File: src/rtl/muldiv_pkg.sv
// Shared types and constants for the HI/LO multiply/divide unit.
package muldiv_pkg;

    localparam int unsigned WIDTH     = 32;
    localparam int unsigned DIV_STEPS = 32;

    // Quotient produced by any divide whose divisor is zero.
    localparam logic [WIDTH-1:0] DIV_ZERO_QUOT = '1;

    typedef enum logic [1:0] {
        StIdle = 2'd0,
        StMul  = 2'd1,
        StDiv  = 2'd2,
        StFix  = 2'd3
    } md_state_e;

    // Two's-complement magnitude when the operand is treated as signed.
    function automatic logic [WIDTH-1:0] magnitude(input logic [WIDTH-1:0] x,
                                                   input logic             is_signed);
        return (is_signed && x[WIDTH-1]) ? (~x + 1'b1) : x;
    endfunction

endpackage

File: src/rtl/div_radix2_core.sv
// Restoring radix-2 unsigned divider: one quotient bit per enabled cycle.
module div_radix2_core
    import muldiv_pkg::*;
(
    input  logic             clk,
    input  logic             rst,
    input  logic             step_en,
    input  logic             load,
    input  logic [WIDTH-1:0] dividend,
    input  logic [WIDTH-1:0] divisor,
    output logic [WIDTH-1:0] quotient,
    output logic [WIDTH-1:0] remainder,
    output logic             last_step
);

    logic [WIDTH-1:0] rem_q;
    logic [WIDTH-1:0] quot_q;
    logic [WIDTH-1:0] dvsr_q;
    logic [5:0]       cnt_q;

    logic [WIDTH:0]   shifted;
    logic [WIDTH:0]   diff;
    logic             fits;

    // Trial subtraction of the divisor from the partial remainder shifted left by one.
    always_comb begin
        shifted = {rem_q, quot_q[WIDTH-1]};
        diff    = shifted - {1'b0, dvsr_q};
        fits    = ~diff[WIDTH];
    end

    // quot_q shifts dividend bits out of the top and quotient bits in at the bottom.
    always_ff @(posedge clk) begin
        if (rst) begin
            rem_q  <= '0;
            quot_q <= '0;
            dvsr_q <= '0;
            cnt_q  <= '0;
        end else if (load) begin
            rem_q  <= '0;
            quot_q <= dividend;
            dvsr_q <= divisor;
            cnt_q  <= '0;
        end else if (step_en) begin
            rem_q  <= fits ? diff[WIDTH-1:0] : shifted[WIDTH-1:0];
            quot_q <= {quot_q[WIDTH-2:0], fits};
            cnt_q  <= cnt_q + 6'd1;
        end
    end

    assign quotient  = quot_q;
    assign remainder = rem_q;
    assign last_step = step_en && (cnt_q == 6'(DIV_STEPS - 1));

endmodule

File: src/rtl/hilo_muldiv.sv
// Multi-cycle multiply/divide unit owning the HI and LO registers.
module hilo_muldiv
    import muldiv_pkg::*;
(
    input  logic             clk,
    input  logic             rst,
    input  logic             start,
    input  logic             op_mul,
    input  logic             op_div,
    input  logic             op_unsigned,
    input  logic [WIDTH-1:0] rs_val,
    input  logic [WIDTH-1:0] rt_val,
    input  logic             mthi,
    input  logic             mtlo,
    output logic [WIDTH-1:0] hi,
    output logic [WIDTH-1:0] lo,
    output logic             busy,
    output logic             done,
    output logic             div_zero
);

    md_state_e        state_q;
    logic [WIDTH-1:0] hi_q, lo_q;
    logic             busy_q, done_q, dz_q;
    logic [WIDTH-1:0] a_q, b_q;
    logic             uns_q;
    logic             neg_quot_q, neg_rem_q, zero_div_q;

    logic             div_load;
    logic             div_last;
    logic [WIDTH-1:0] div_quot, div_rem;
    logic [2*WIDTH-1:0] ext_a, ext_b, product;
    logic [WIDTH-1:0] quot_fix, rem_fix;

    // Divider gets magnitudes; signs are restored in the fix-up state.
    assign div_load = (state_q == StIdle) && start && !op_mul && op_div;

    div_radix2_core u_core (
        .clk       (clk),
        .rst       (rst),
        .step_en   (state_q == StDiv),
        .load      (div_load),
        .dividend  (magnitude(rs_val, !op_unsigned)),
        .divisor   (magnitude(rt_val, !op_unsigned)),
        .quotient  (div_quot),
        .remainder (div_rem),
        .last_step (div_last)
    );

    // Full-width product of extended operands is correct for both signedness modes.
    always_comb begin
        ext_a    = uns_q ? {{WIDTH{1'b0}}, a_q} : {{WIDTH{a_q[WIDTH-1]}}, a_q};
        ext_b    = uns_q ? {{WIDTH{1'b0}}, b_q} : {{WIDTH{b_q[WIDTH-1]}}, b_q};
        product  = ext_a * ext_b;
        quot_fix = neg_quot_q ? (~div_quot + 1'b1) : div_quot;
        rem_fix  = neg_rem_q ? (~div_rem + 1'b1) : div_rem;
    end

    // Control FSM with registered busy/done and the HI/LO architectural state.
    always_ff @(posedge clk) begin
        if (rst) begin
            state_q    <= StIdle;
            hi_q       <= '0;
            lo_q       <= '0;
            busy_q     <= 1'b0;
            done_q     <= 1'b0;
            dz_q       <= 1'b0;
            a_q        <= '0;
            b_q        <= '0;
            uns_q      <= 1'b0;
            neg_quot_q <= 1'b0;
            neg_rem_q  <= 1'b0;
            zero_div_q <= 1'b0;
        end else begin
            done_q <= 1'b0;
            unique case (state_q)
                StIdle: begin
                    if (start && (op_mul || op_div)) begin
                        a_q    <= rs_val;
                        b_q    <= rt_val;
                        uns_q  <= op_unsigned;
                        busy_q <= 1'b1;
                        if (op_mul) begin
                            state_q <= StMul;
                        end else begin
                            neg_quot_q <= !op_unsigned && (rs_val[WIDTH-1] ^ rt_val[WIDTH-1]);
                            neg_rem_q  <= !op_unsigned && rs_val[WIDTH-1];
                            zero_div_q <= (rt_val == '0);
                            if (rt_val == '0) dz_q <= 1'b1;
                            state_q <= StDiv;
                        end
                    end else if (!start) begin
                        if (mthi) hi_q <= rs_val;
                        if (mtlo) lo_q <= rs_val;
                    end
                end
                StMul: begin
                    hi_q    <= product[2*WIDTH-1:WIDTH];
                    lo_q    <= product[WIDTH-1:0];
                    busy_q  <= 1'b0;
                    done_q  <= 1'b1;
                    state_q <= StIdle;
                end
                StDiv: begin
                    if (div_last) state_q <= StFix;
                end
                StFix: begin
                    // A zero divisor returns all-ones and the raw dividend regardless of sign.
                    lo_q    <= zero_div_q ? DIV_ZERO_QUOT : quot_fix;
                    hi_q    <= zero_div_q ? a_q : rem_fix;
                    busy_q  <= 1'b0;
                    done_q  <= 1'b1;
                    state_q <= StIdle;
                end
                default: state_q <= StIdle;
            endcase
        end
    end

    assign hi       = hi_q;
    assign lo       = lo_q;
    assign busy     = busy_q;
    assign done     = done_q;
    assign div_zero = dz_q;

endmodule
File: config.mk
export PLATFORM = sky130hd
export DESIGN_NAME = hilo_muldiv
export DESIGN_NICKNAME = d
export VERILOG_FILES = /design/src/rtl/muldiv_pkg.sv /design/src/rtl/div_radix2_core.sv /design/src/rtl/hilo_muldiv.sv
export SDC_FILE = /design/constraint.sdc
export NUM_CORES = 2
export LEC_CHECK = 0
export ABC_AREA = 1
export CAP_MARGIN = 20
export CORE_MARGIN = 5
export CORE_UTILIZATION = 40
export CTS_BUF_LIST = sky130_fd_sc_hd__clkbuf_16
export DETAILED_ROUTE_END_ITERATION = 16
export PLACE_DENSITY = 0.57
export SLEW_MARGIN = 15
export SYNTH_ARGS = -nofsm -noshare
export SYNTH_HDL_FRONTEND = slang
export SYNTH_HIERARCHICAL = 1
export SYNTH_SLANG_ARGS = --single-unit
File: constraint.sdc
create_clock -name clk -period 17.7 [get_ports clk]
set_input_delay 3.54 -clock clk [delete_from_list [all_inputs] [get_ports clk]]
set_output_delay 3.54 -clock clk [all_outputs]
set_load 0.005 [all_outputs]
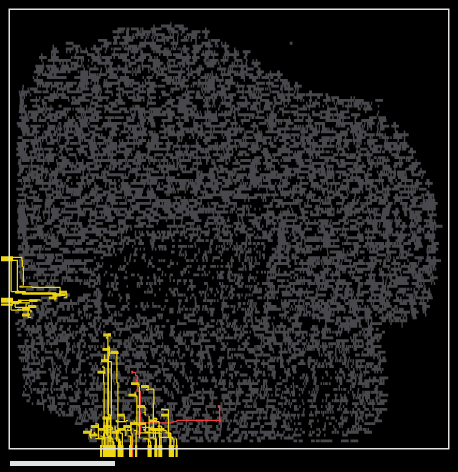
Figure 1: port wiring.
Scale bar: 100 um.
Yellow is lo, direction output, edge 25 bottom, 7 left, end cells 32, buffers 32, wire 1660 um. Red is op_unsigned, direction input, edge bottom, end cells 4, buffers 1, wire 180 um.

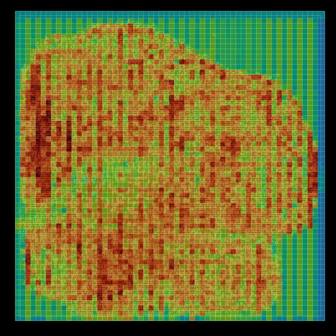
Figure 2: track usage over the die.
met2 Use GR: 44.5%
met1 Track Usage GR: 38.2%
utilization after layout: 42.8%
met3 Usage GRT: 3.09%
most crowded layer after global routing: met2

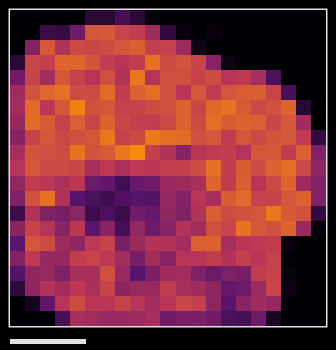
Figure 3: placement density heat map.
Scale bar: 100 um. 21 x 21 tiles, from black (low) to pale yellow (high), 0 to 100% covered.
The emptiest ninth of the die: top right. The densest ninth of the die: right middle. The mean over all tiles is 39%.

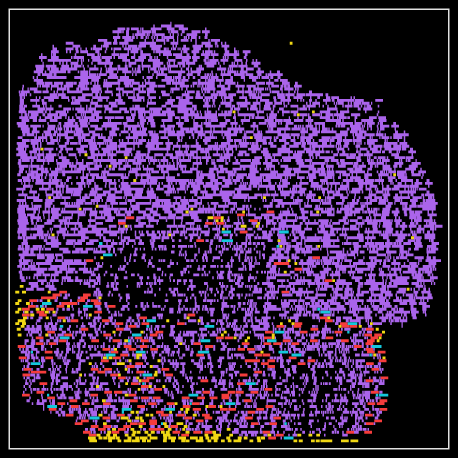
Figure 4: cell classes on the final placement.
Cyan is clock drivers and dummy loads, cells 51, share of their area 1.3%. Purple is combinational and other logic, cells 8213, share of their area 88%. Red is flops, cells 239, share of their area 7.1%. Yellow is other buffers and delay cells, cells 247, share of their area 3.2%.

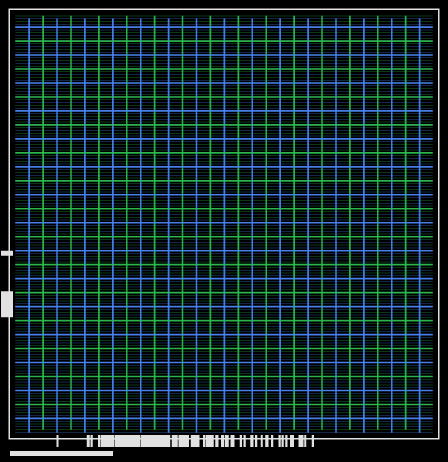
Figure 5: floorplan with the power grid.
Scale bar: 100 um. Pins as bars on the die edge.
Green is VDD. Blue is VSS.
29 straps on met5. 150 met1 rails follow the rows. The core has 149 rows.

==> CHANGELOG.md <==
## Flow update

* Synth cell count leaders: inv_1 (2650), nand2_1 (1981), fa_1 (1420)
* Cell repeated most along the worst path: fa_1
* Switching power of the nets at 5.69 mW
* Post-route ant nets at 0
* Die Span X at 416 um
* Mean Syn Cell Area at around 7.5 um^2
* CP delay by family, top: adder cells
* Postcts setup bufs at 0
* Sequential cell area at 4790 um^2
* Max-cap check violation count at 0
* Share of cells above drive strength 1 at 3.14%
* H-tree levels at 1
* Achievable Freq at 0.0975 GHz
* Clock slew at reported path FFs at approximately 0.070 ns
* R2R Path End: hi[31]
* Fillers at 17200
* Outcome: finished clean
* Setup crit end kind: flip-flop
* Placement Cell Area at 69600 um^2
* Compound Share, Synth at about 6.6%
* Reg power frac at approximately 7.0%
* Post-synth seq share at 7.24%
* Syn Nets at 10700
* Bufs w/o clock at 247
* Vias at about 56000
* Power share of the clock group at 6.6%
* Yosys warns at 6
* Power after layout at a little over 9 mW
* CP required at between 15 and 20 ns
* Ys async rst share at 0%
* Buf+Inv Stages, Crit Path at 8
* Total wire length at 242000 um
* CTS Buf Count at 29
* Most numerous cell in the Yosys netlist: inv_1
* I/O Buffers at 138
Power is estimated from default activity; no workload was simulated.
